### src/rtl/rv_multicycle_ctrl.sv
// Multicycle control sequencer for an RV32I shared-memory datapath.
// State is registered; datapath strobes are decoded from the current state.
module rv_multicycle_ctrl #(
  parameter int unsigned CNT_W = 32
) (
  input  logic             clk,
  input  logic             rst,
  input  logic [6:0]       op_code,
  input  logic             branch_taken,
  input  logic             mem_ready,
  output logic             mem_req,
  output logic             mem_we,
  output logic             adr_src,
  output logic             ir_write,
  output logic             pc_write,
  output logic             reg_w,
  output logic [1:0]       alu_src_a,
  output logic [1:0]       alu_src_b,
  output logic [1:0]       alu_op,
  output logic [1:0]       result_src,
  output logic             illegal,
  output logic [CNT_W-1:0] instret
);

  typedef enum logic [3:0] {
    S_FETCH, S_DECODE, S_MEMADR, S_MEMREAD, S_MEMWB, S_MEMWRITE, S_EXECR,
    S_EXECI, S_LUI, S_ALUWB, S_BRANCH, S_JALR, S_JAL, S_TRAP
  } state_e;

  state_e           state_q, state_d;
  logic [CNT_W-1:0] instret_q;

  always_comb begin
    state_d = state_q;
    unique case (state_q)
      S_FETCH:    if (mem_ready) state_d = S_DECODE;
      S_DECODE: begin
        unique case (op_code)
          7'b0000011, 7'b0100011: state_d = S_MEMADR;
          7'b0110011:             state_d = S_EXECR;
          7'b0010011:             state_d = S_EXECI;
          7'b1100011:             state_d = S_BRANCH;
          7'b1101111:             state_d = S_JAL;
          7'b1100111:             state_d = S_JALR;
          7'b0110111:             state_d = S_LUI;
          7'b0010111:             state_d = S_ALUWB;
          default:                state_d = S_TRAP;
        endcase
      end
      S_MEMADR:   state_d = (op_code == 7'b0100011) ? S_MEMWRITE : S_MEMREAD;
      S_MEMREAD:  if (mem_ready) state_d = S_MEMWB;
      S_MEMWB:    state_d = S_FETCH;
      S_MEMWRITE: if (mem_ready) state_d = S_FETCH;
      S_EXECR:    state_d = S_ALUWB;
      S_EXECI:    state_d = S_ALUWB;
      S_LUI:      state_d = S_ALUWB;
      S_ALUWB:    state_d = S_FETCH;
      S_BRANCH:   state_d = S_FETCH;
      S_JALR:     state_d = S_JAL;
      S_JAL:      state_d = S_ALUWB;
      S_TRAP:     state_d = S_TRAP;
      default:    state_d = S_FETCH;
    endcase
  end

  // An instruction retires on any entry into FETCH from another state.
  always_ff @(posedge clk) begin
    if (rst) begin
      state_q   <= S_FETCH;
      instret_q <= '0;
    end else begin
      state_q <= state_d;
      if (state_d == S_FETCH && state_q != S_FETCH)
        instret_q <= instret_q + CNT_W'(1);
    end
  end

  always_comb begin
    mem_req    = 1'b0;
    mem_we     = 1'b0;
    adr_src    = 1'b0;
    ir_write   = 1'b0;
    pc_write   = 1'b0;
    reg_w      = 1'b0;
    alu_src_a  = 2'b00;
    alu_src_b  = 2'b00;
    alu_op     = 2'b00;
    result_src = 2'b00;
    illegal    = 1'b0;
    unique case (state_q)
      S_FETCH: begin
        mem_req    = 1'b1;
        alu_src_b  = 2'b10;
        result_src = 2'b10;
        ir_write   = mem_ready;
        pc_write   = mem_ready;
      end
      S_DECODE: begin
        alu_src_a = 2'b01;
        alu_src_b = 2'b01;
      end
      S_MEMADR: begin
        alu_src_a = 2'b10;
        alu_src_b = 2'b01;
      end
      S_MEMREAD: begin
        mem_req = 1'b1;
        adr_src = 1'b1;
      end
      S_MEMWB: begin
        result_src = 2'b01;
        reg_w      = 1'b1;
      end
      S_MEMWRITE: begin
        mem_req = 1'b1;
        mem_we  = 1'b1;
        adr_src = 1'b1;
      end
      S_EXECR: begin
        alu_src_a = 2'b10;
        alu_op    = 2'b10;
      end
      S_EXECI: begin
        alu_src_a = 2'b10;
        alu_src_b = 2'b01;
        alu_op    = 2'b10;
      end
      S_LUI: begin
        alu_src_a = 2'b11;
        alu_src_b = 2'b01;
      end
      S_ALUWB:    reg_w = 1'b1;
      S_BRANCH: begin
        alu_src_a = 2'b10;
        alu_op    = 2'b01;
        pc_write  = branch_taken;
      end
      S_JALR: begin
        alu_src_a = 2'b10;
        alu_src_b = 2'b01;
      end
      S_JAL: begin
        alu_src_a = 2'b01;
        alu_src_b = 2'b10;
        pc_write  = 1'b1;
      end
      S_TRAP:     illegal = 1'b1;
      default: ;
    endcase
    if (rst) begin
      mem_req    = 1'b0;
      mem_we     = 1'b0;
      adr_src    = 1'b0;
      ir_write   = 1'b0;
      pc_write   = 1'b0;
      reg_w      = 1'b0;
      alu_src_a  = 2'b00;
      alu_src_b  = 2'b00;
      alu_op     = 2'b00;
      result_src = 2'b00;
      illegal    = 1'b0;
    end
  end

  assign instret = rst ? '0 : instret_q;

endmodule

### config.mk
export PLATFORM = sky130hd
export DESIGN_NAME = rv_multicycle_ctrl
export DESIGN_NICKNAME = d
export VERILOG_FILES = /design/src/rtl/rv_multicycle_ctrl.sv
export SDC_FILE = /design/constraint.sdc
export NUM_CORES = 1
export LEC_CHECK = 0
export ABC_AREA = 0
export CORE_MARGIN = 3
export CORE_UTILIZATION = 45
export DETAILED_ROUTE_END_ITERATION = 10
export GPL_TIMING_DRIVEN = 0
export PLACE_DENSITY = 0.77
export SLEW_MARGIN = 20
export SYNTH_ARGS = -nofsm -noshare
export SYNTH_HDL_FRONTEND = slang
export SYNTH_SLANG_ARGS = --single-unit
export TNS_END_PERCENT = 50
### constraint.sdc
create_clock -name clk -period 1.8 [get_ports clk]
set_input_delay 0.45 -clock clk [delete_from_list [all_inputs] [get_ports clk]]
set_output_delay 0.45 -clock clk [all_outputs]
set_load 0.02 [all_outputs]
Figure 1. Clock wires, drivers and flops (run 1).
The bar under the picture is 20 µm long.
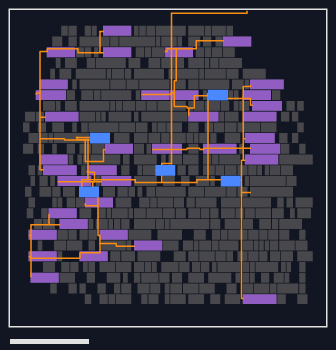
Key: blue = clock-net drivers [count 5]; purple = flip-flops [count 36]; orange = clock wires [length 495 µm]
There are 6 routed clock nets.

Figure 2. M2 wires (run 1).
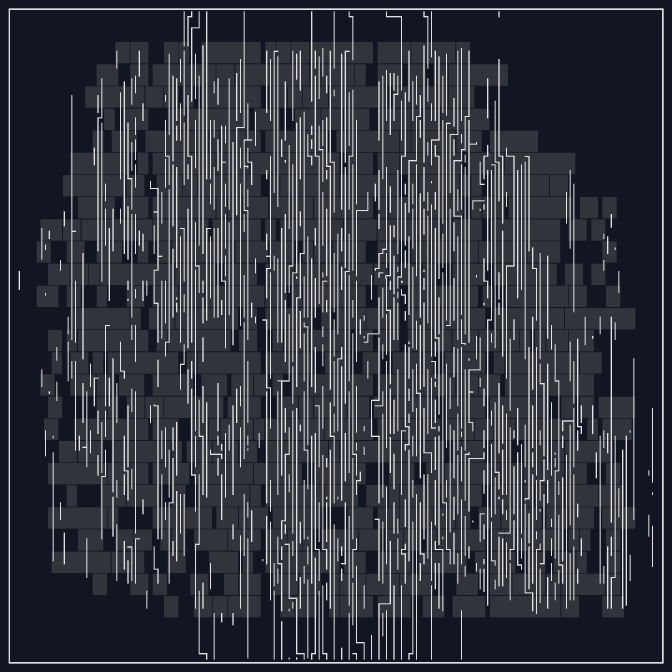
The layer carries 4820 µm of wire. 402 nets have wire on it. The longest straight run is 35.0 µm.

==> impl_metrics.csv, run 1 <==
group,metric,value,unit
final_timing,finalSetupViolCount,47,
layout,diodes,0,
route,wl_per_cell,19.48,µm
final_timing,relSlewSlack,61.68,%
synthesis,synth_top_area_share,29.21,%
setup_path,startpoint_type,"flop",
layout,drive_gt1_share,50.12,%
synthesis,yosysTopAreaCell,"dfxtp_1",
final_timing,finalClockPeriodUsage,115.7,%
final_timing,finalCriticalPeriod,2.083,ns
clocking,ctsHoldBuffers,0,
clocking,cts.clk_slew.worst_paths,0.08,ns
flow_run,drv_cap,0,
synthesis,edf_count,0,
placed_design,hpwl,4.809,mm
floorplan,coreArea,5205,µm²
global_route,grt_use_total,25.17,%
synthesis,synth_flops,36,
route,drt-total-wl,9.645,mm
route,met3_length,516,µm
synthesis,top_cell,"nor2_1",
synthesis,top_cells_by_area,"dfxtp_1 (29%), xnor2_1 (8.5%), nor2b_1 (7.9%)",
route,wl_met1,3.924,mm
final_timing,grt_setup_unrepaired,"true",
synthesis,ys_async_sr_fraction,0,%
final_timing,finalClockSkew,0.003057,ns
clocking,clock_latency,0.29,ns
global_route,grt.busiest_layer,"met2",
setup_path,r2r-end,"instret_q[13]$_SDFFE_PP0P_",
synthesis,synth_cell_types,51,
flow_run,warnings,29,
placed_design,post-place-ws,-1.726,ns
worst_hold_path,hold_path_class,"flop to flop",
route,route.met2.wl,4.824,mm
final_timing,worst_slack,-0.2834,ns
route,antenna_left,0,
synthesis,yosys-stat-area,2467,µm²
global_route,grt_use_met3,3.612,%
setup_path,r2r_setup_slack,-0.26,ns
synthesis,synth_warnings,0,
synthesis,synth_area_per_cell,7.735,µm²
global_route,met1_usage,31.89,%
clocking,numClockSinks,36,
power_and_ir_drop,irDropWorstVdd,0.0005702,V
synthesis,yosys-top-cells-count,"nor2_1 (46), dfxtp_1 (36), nor2b_1 (31)",
synthesis,synthFlopType,"dfxtp_1",
setup_path,critPathRequiredTime,1.35,ns
synthesis,ys_seq_share,29.21,%
status,violations,"setup timing",
global_route,antenna_found_initial,0,
clocking,htreeDepth,2,
setup_path,cp.arrival,1.63,ns
clocking,cts_buffers,5,
final_timing,hold_viol_final,0,
floorplan,die-height,80.05,µm
global_route,grt_pass1_wl,12.81,mm
setup_path,worstPathMaxFanout,5,
status,status,"finished, violations left",
power_and_ir_drop,powerDensity,625.2,nW/µm²
final_timing,fmax,480.0,MHz
floorplan,ios,58,
synthesis,ys_cells,319,
floorplan,dieArea,6407,µm²
route,first_pass_iters,5,
global_route,use_met2,42.38,%
route,drt-initial-drc-count,228,
setup_path,critPathLaunch,"state_q[1]$_SDFF_PP0_",
global_route,grt_max_degree,13,
layout,fill_cells,328,
layout,nets,436,
floorplan,floorplan.core_util,47.40,%
setup_path,reg2reg_depth,9,
final_timing,slew_violations,0,
clocking,cts_tree,"done",
synthesis,synth_area,2467,µm²
placed_design,portBuffers,57,
final_timing,worst_pin_slew,0.5749,ns
route,top_layer,"met4",
placed_design,gp_congestion,0.8733,
route,drc_errors,0,
layout,final_core_util,78.44,%
global_route,grt_pass1_vias,2707,
global_route,overflow,0,
power_and_ir_drop,p_leak,1.575,nW
synthesis,synthCells,319,
floorplan,die_w,80.05,µm
clocking,cts-root-buf,"clkbuf_8",
clocking,clk_path_buf_depth,2,
synthesis,syn-num-nets,331,
setup_path,endpoint,"ir_write",
setup_path,endpoint_kind,"primary output",
setup_path,r2r-start,"state_q[1]$_SDFF_PP0_",
floorplan,num_rows,26,
setup_path,path_class,"flop to primary output",
route,route.vias.total,2961,
route,viasPerCell,5.982,
layout,area_delta_synth_final,65.47,%
Figure 3. Placement by cell class (run 1).
The bar under the picture is 20 µm long.
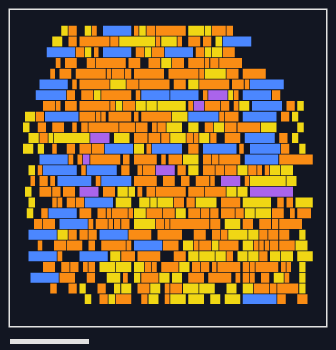
Key: blue = registers [cells 36, share of their area 19%]; orange = remaining logic cells [cells 264, share of their area 53%]; purple = clock drivers and dummy loads [cells 8, share of their area 2.8%]; yellow = remaining buffers and delay cells [cells 117, share of their area 25%]

-- run 1: kinds of logic after synthesis --
family | share of synthesized area, %
compound gates | 10.35
xor+xnor | 9.939
fa+ha+maj | 0.5070
buf+inv | 5.324
flops | 29.21
mux | 0.4564
simple gates | 44.22
-- run 1: sequential cells by signal, summed over array words and instances, names as in the netlist --
name / cells
instret_q: 32
state_q: 4
-- run 1: placed cells by master, fill, tap and decap left out, drive strengths merged, types with 2 or more instances in the layout --
| cell type | n |
|---|---|
| buf | 88 |
| nor2 | 46 |
| dfxtp | 36 |
| nor2b | 31 |
| nand2 | 28 |
| clkbuf | 27 |
| xnor2 | 24 |
| nor3 | 15 |
| nor4 | 14 |
| nand4 | 10 |
| o21ai | 10 |
| a21oi | 10 |
| inv | 9 |
| nand3 | 8 |
| or3 | 8 |
| and3 | 5 |
| nand3b | 4 |
| xor2 | 4 |
| dlygate4sd2 | 4 |
| and2 | 4 |
| a211oi | 4 |
| or2 | 3 |
| a31oi | 3 |
| nand2b | 3 |
| and4 | 3 |
| o22ai | 2 |
| a2111oi | 2 |
-- run 1: worst min-delay path by stage --
stage,startpoint,to,slack (ns),cells after the start
after floorplan,instret_q[25]$_SDFFE_PP0P_,instret_q[25]$_SDFFE_PP0P_,0.46,2
after global placement,instret_q[25]$_SDFFE_PP0P_,instret_q[25]$_SDFFE_PP0P_,0.48,2
after detailed placement,instret_q[27]$_SDFFE_PP0P_,instret_q[27]$_SDFFE_PP0P_,0.48,2
after CTS,instret_q[27]$_SDFFE_PP0P_,instret_q[27]$_SDFFE_PP0P_,0.50,2
after global routing,instret_q[31]$_SDFFE_PP0P_,instret_q[31]$_SDFFE_PP0P_,0.55,2
final,instret_q[29]$_SDFFE_PP0P_,instret_q[29]$_SDFFE_PP0P_,0.51,2
-- run 1: critical path: stages (launching register included) --
cell     delay, ns
dfxtp_4       0.37
buf_8         0.13
or3_4         0.43
nor2_4        0.14
and2_4        0.16
buf_6         0.11
-- run 1: final cells by class --
class                   instances  area, µm²  share of cell area [%]
clock buffers                   5      68.82                   1.686
inverters                       9      41.29                   1.011
repair buffers                 98      749.5                   18.36
clock inverters                 3      42.54                   1.042
plain buffers                  19      240.2                   5.884
multi-input cells             255       2092                   51.24
flip-flops and latches         36      760.7                   18.63
well taps                      70      87.58                   2.145
-- run 1: what timing repair did --
item	4_1_cts	5_1_grt
cloned	2	2
endpoints found under the setup margin	83	71
pin swaps	38	40
setup buffers	20	17
gates resized	283	107
-- run 1: power breakdown --
| group | leakage, nW | total, mW | internal [mW] | switching [mW] |
|---|---|---|---|---|
| clock network | 0.0541 | 0.727 | 0.410 | 0.317 |
| registers | 0.301 | 0.832 | 0.805 | 0.0270 |
| logic | 1.22 | 0.993 | 0.448 | 0.546 |
-- run 1: metrics by stage --
stage	instances	total power, mW	instance area (µm²)	hold WS [ns]	TNS, ns
after floorplan	319	1.204	2531	0.4622	-0.6814
after global placement	446	1.367	3189	0.4764	-81.80
after detailed placement	446	1.370	3189	0.4849	-83.08
after CTS	476	2.299	3781	0.4958	-3.211
after global routing	495	2.622	4083	0.5505	-9.257
final	495	2.552	4083	0.5127	-6.464
Figure 4. Cell outlines without signal wires (run 1).
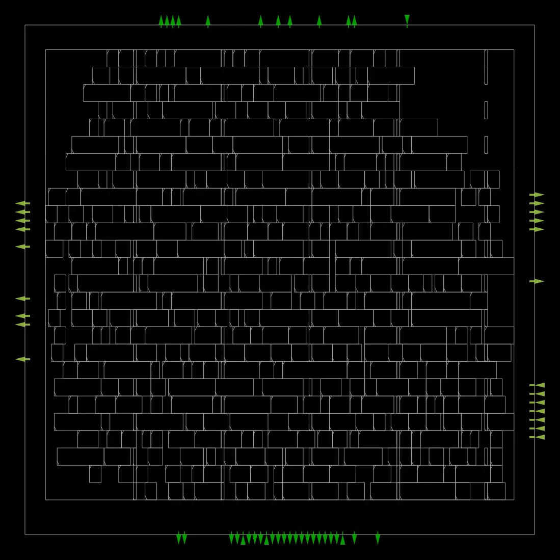

==> inputs of run 2 (changes only) <==
Settings changed: GPL_ROUTABILITY_DRIVEN from default to 0, PLACE_DENSITY 0.77 to 0.82.
Figure 5. Cell outlines without signal wires (run 2).
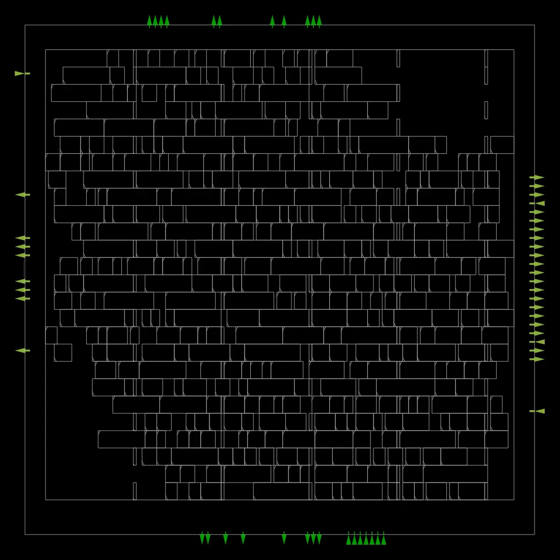
row count: 26
Tap Count: 70
Seq/total area: 19.54%

==> run 2 against run 1 <==
Sequential share of layout area increased by 0.91 points. Global-route usage increased by 0.29 points. Combinational power decreased by 15%. Fmax increased by 1.6%. Largest power group unchanged. Final area decreased by 5.9%. Register-to-register slack improved by 0.10 ns. Core utilization decreased by 4.6 points. Area after synthesis unchanged. Clock power decreased by 17%. Critical endpoint is now pc_write. The flow still finishes with violations (setup timing). Non-clock buffer count decreased by 12.
==> impl_metrics.csv, run 2 <==
group,metric,value,unit
layout,diodes,0,
power_and_ir_drop,powerDensity,596.3,nW/µm²
synthesis,yosys-top-cells-count,"nor2_1 (46), dfxtp_1 (36), nor2b_1 (31)",
final_timing,hold_viol_final,0,
synthesis,ys_seq_share,29.21,%
placed_design,portBuffers,57,
status,status,"finished, violations left",
global_route,grt_pass1_vias,2704,
global_route,grt_pass1_wl,12.88,mm
placed_design,post-place-ws,-1.823,ns
final_timing,finalCriticalPeriod,2.050,ns
clocking,htreeDepth,2,
setup_path,crit_chain,"buf_8 > or3_4 > a21oi_4 > o22a_2 > buf_6",
setup_path,path_class,"flop to primary output",
layout,lay_top_count,"buf_4",
clocking,ctsHoldBuffers,0,
global_route,antenna_found_initial,0,
synthesis,top_cell,"nor2_1",
synthesis,synth_warnings,0,
final_timing,finalClockSkew,0.007405,ns
layout,register_area,750.7,µm²
flow_run,drv_cap,0,
route,drt-initial-drc-count,228,
route,antenna_left,0,
placed_design,hpwl,4.856,mm
global_route,grt_max_degree,11,
layout,nets,425,
status,violations,"setup timing",
power_and_ir_drop,irDropWorstVdd,0.0003306,V
route,first_pass_iters,6,
synthesis,synth_area,2467,µm²
synthesis,synth_area_per_cell,7.735,µm²
layout,area_delta_synth_final,55.68,%
route,viasPerCell,5.921,
floorplan,die_w,80.05,µm
floorplan,floorplan.core_util,47.40,%
setup_path,worstPathMaxFanout,5,
final_timing,tns,-4.849,ns
worst_hold_path,worstHoldStart,"instret_q[27]$_SDFFE_PP0P_",
synthesis,top_cells_by_area,"dfxtp_1 (29%), xnor2_1 (8.5%), nor2b_1 (7.9%)",
clocking,numClockSinks,36,
synthesis,ys_cells,319,
floorplan,coreArea,5205,µm²
layout,drive_gt1_share,46.62,%
synthesis,edf_count,0,
synthesis,yosysTopAreaCell,"dfxtp_1",
worst_hold_path,hold_path_class,"flop to flop",
setup_path,startpoint_type,"flop",
synthesis,yosys-stat-area,2467,µm²
route,drt-total-wl,8.697,mm
setup_path,r2r-start,"state_q[0]$_SDFF_PP0_",
final_timing,worst_slack,-0.2499,ns
layout,comb_area,2036,µm²
clocking,cts_tree,"done",
synthesis,synthCells,319,
synthesis,synth_top_area_share,29.21,%
clocking,cts-root-buf,"clkbuf_8",
final_timing,finalSetupViolCount,46,
layout,top_regs,"instret_q x32, state_q x4",
route,wl_per_cell,17.97,µm
floorplan,die-height,80.05,µm
layout,fill_cells,365,
floorplan,ios,58,
synthesis,ys_async_sr_fraction,0,%
final_timing,grt_setup_unrepaired,"true",
synthesis,synthFlopType,"dfxtp_1",
layout,final_cell_mix,"buf_4 (39), nor2_1 (34), nor2b_1 (31)",
layout,largest_reg_flops,32,
setup_path,cp.arrival,1.60,ns
clocking,cts.clk_slew.worst_paths,0.08,ns
clocking,clk_path_buf_depth,2,
global_route,grt_use_total,25.46,%
setup_path,cpMaxStageDelayCell,"or3_4",
final_timing,finalClockPeriodUsage,113.9,%
global_route,overflow,0,
clocking,clock_latency,0.30,ns
synthesis,synth_cell_types,51,
setup_path,cpPeakStageDelay,0.41,ns
final_timing,fmax,487.8,MHz
layout,regMostFlops,"instret_q",
flow_run,warnings,29,
synthesis,synth_flops,36,
final_timing,worst_pin_slew,0.5389,ns
final_timing,slew_violations,0,
synthesis,syn-num-nets,331,
setup_path,critPathLaunch,"state_q[1]$_SDFF_PP0_",
power_and_ir_drop,p_leak,1.458,nW
setup_path,critPathRequiredTime,1.35,ns
final_timing,relSlewSlack,64.08,%
Figure 6. Gate-type map (run 2).
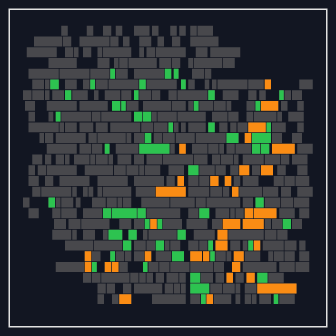
Key: orange = aoi and oai cells [cells 35]; green = nand cells [cells 55]

run 2: cell counts after synthesis:
Identical to the previous run, type by type.
run 2: path summary, 6_finish.rpt:
check	to	slack (ns)	depth (start not counted)
setup / recovery	pc_write	-0.25	5
hold / removal	instret_q[27]$_SDFFE_PP0P_	0.50	2
setup reg to reg	instret_q[19]$_SDFFE_PP0P_	-0.16	9
hold reg to reg	instret_q[27]$_SDFFE_PP0P_	0.50	2
run 2: layout make-up:
cell class	count	area share (%)
inverters	9	0.9121
well taps	70	2.280
repair buffers	86	16.48
flip-flops and latches	36	19.54
multi-input cells	256	53.00
clock buffers	8	2.345
plain buffers	19	5.440
run 2: layer usage:
layer  part of all wire, %  global-route usage, %
met1                    40                  30.98
met3                   7.7                  4.740
met5                     0                      0
met4                   2.6                  10.30
met2                    50                  43.79
run 2: cell families after synthesis:
group,Yosys count,share of synthesized area [%]
and+or+nand+nor,186,44.22
AOI/OAI and AO/OA,39,10.35
muxes,1,0.4564
DFF,36,29.21
xor gates and xnor gates,28,9.939
adders and majority gates,1,0.5070
buffers and inverters,28,5.324
run 2: per-stage QoR:
step	utilization (%)	power, mW	area, µm²	hold slack, ns	instances
2_1_floorplan	-	1.204	2531	0.4622	319
3_3_place_gp	61.27	1.364	3189	0.4785	446
3_5_place_dp	61.27	1.373	3189	0.4829	446
4_1_cts	69.04	2.104	3593	0.4928	463
5_1_grt	73.80	2.377	3841	0.5204	484
6_report	73.80	2.290	3841	0.4976	484
run 2: worst max-delay path, delay by kind of cell, from the launching register on:
family / cells / cell delay [ns]
AOI/OAI and AO/OA: 2 / 0.28
buffers and inverters: 2 / 0.25
DFF: 1 / 0.37
and+or+nand+nor: 1 / 0.41
run 2: power by group:
part | internal (mW) | switching, mW | leakage [nW]
Combinational | 0.357 | 0.487 | 1.11
Sequential | 0.812 | 0.0271 | 0.299
Clock | 0.312 | 0.295 | 0.0455
run 2: repair_timing:
action,CTS,global route
pin swaps,36,25
cloned,2,3
resized,271,78
setup endpoints to repair,83,71
buffers inserted,7,18
Power and IR drop assume default switching activity.
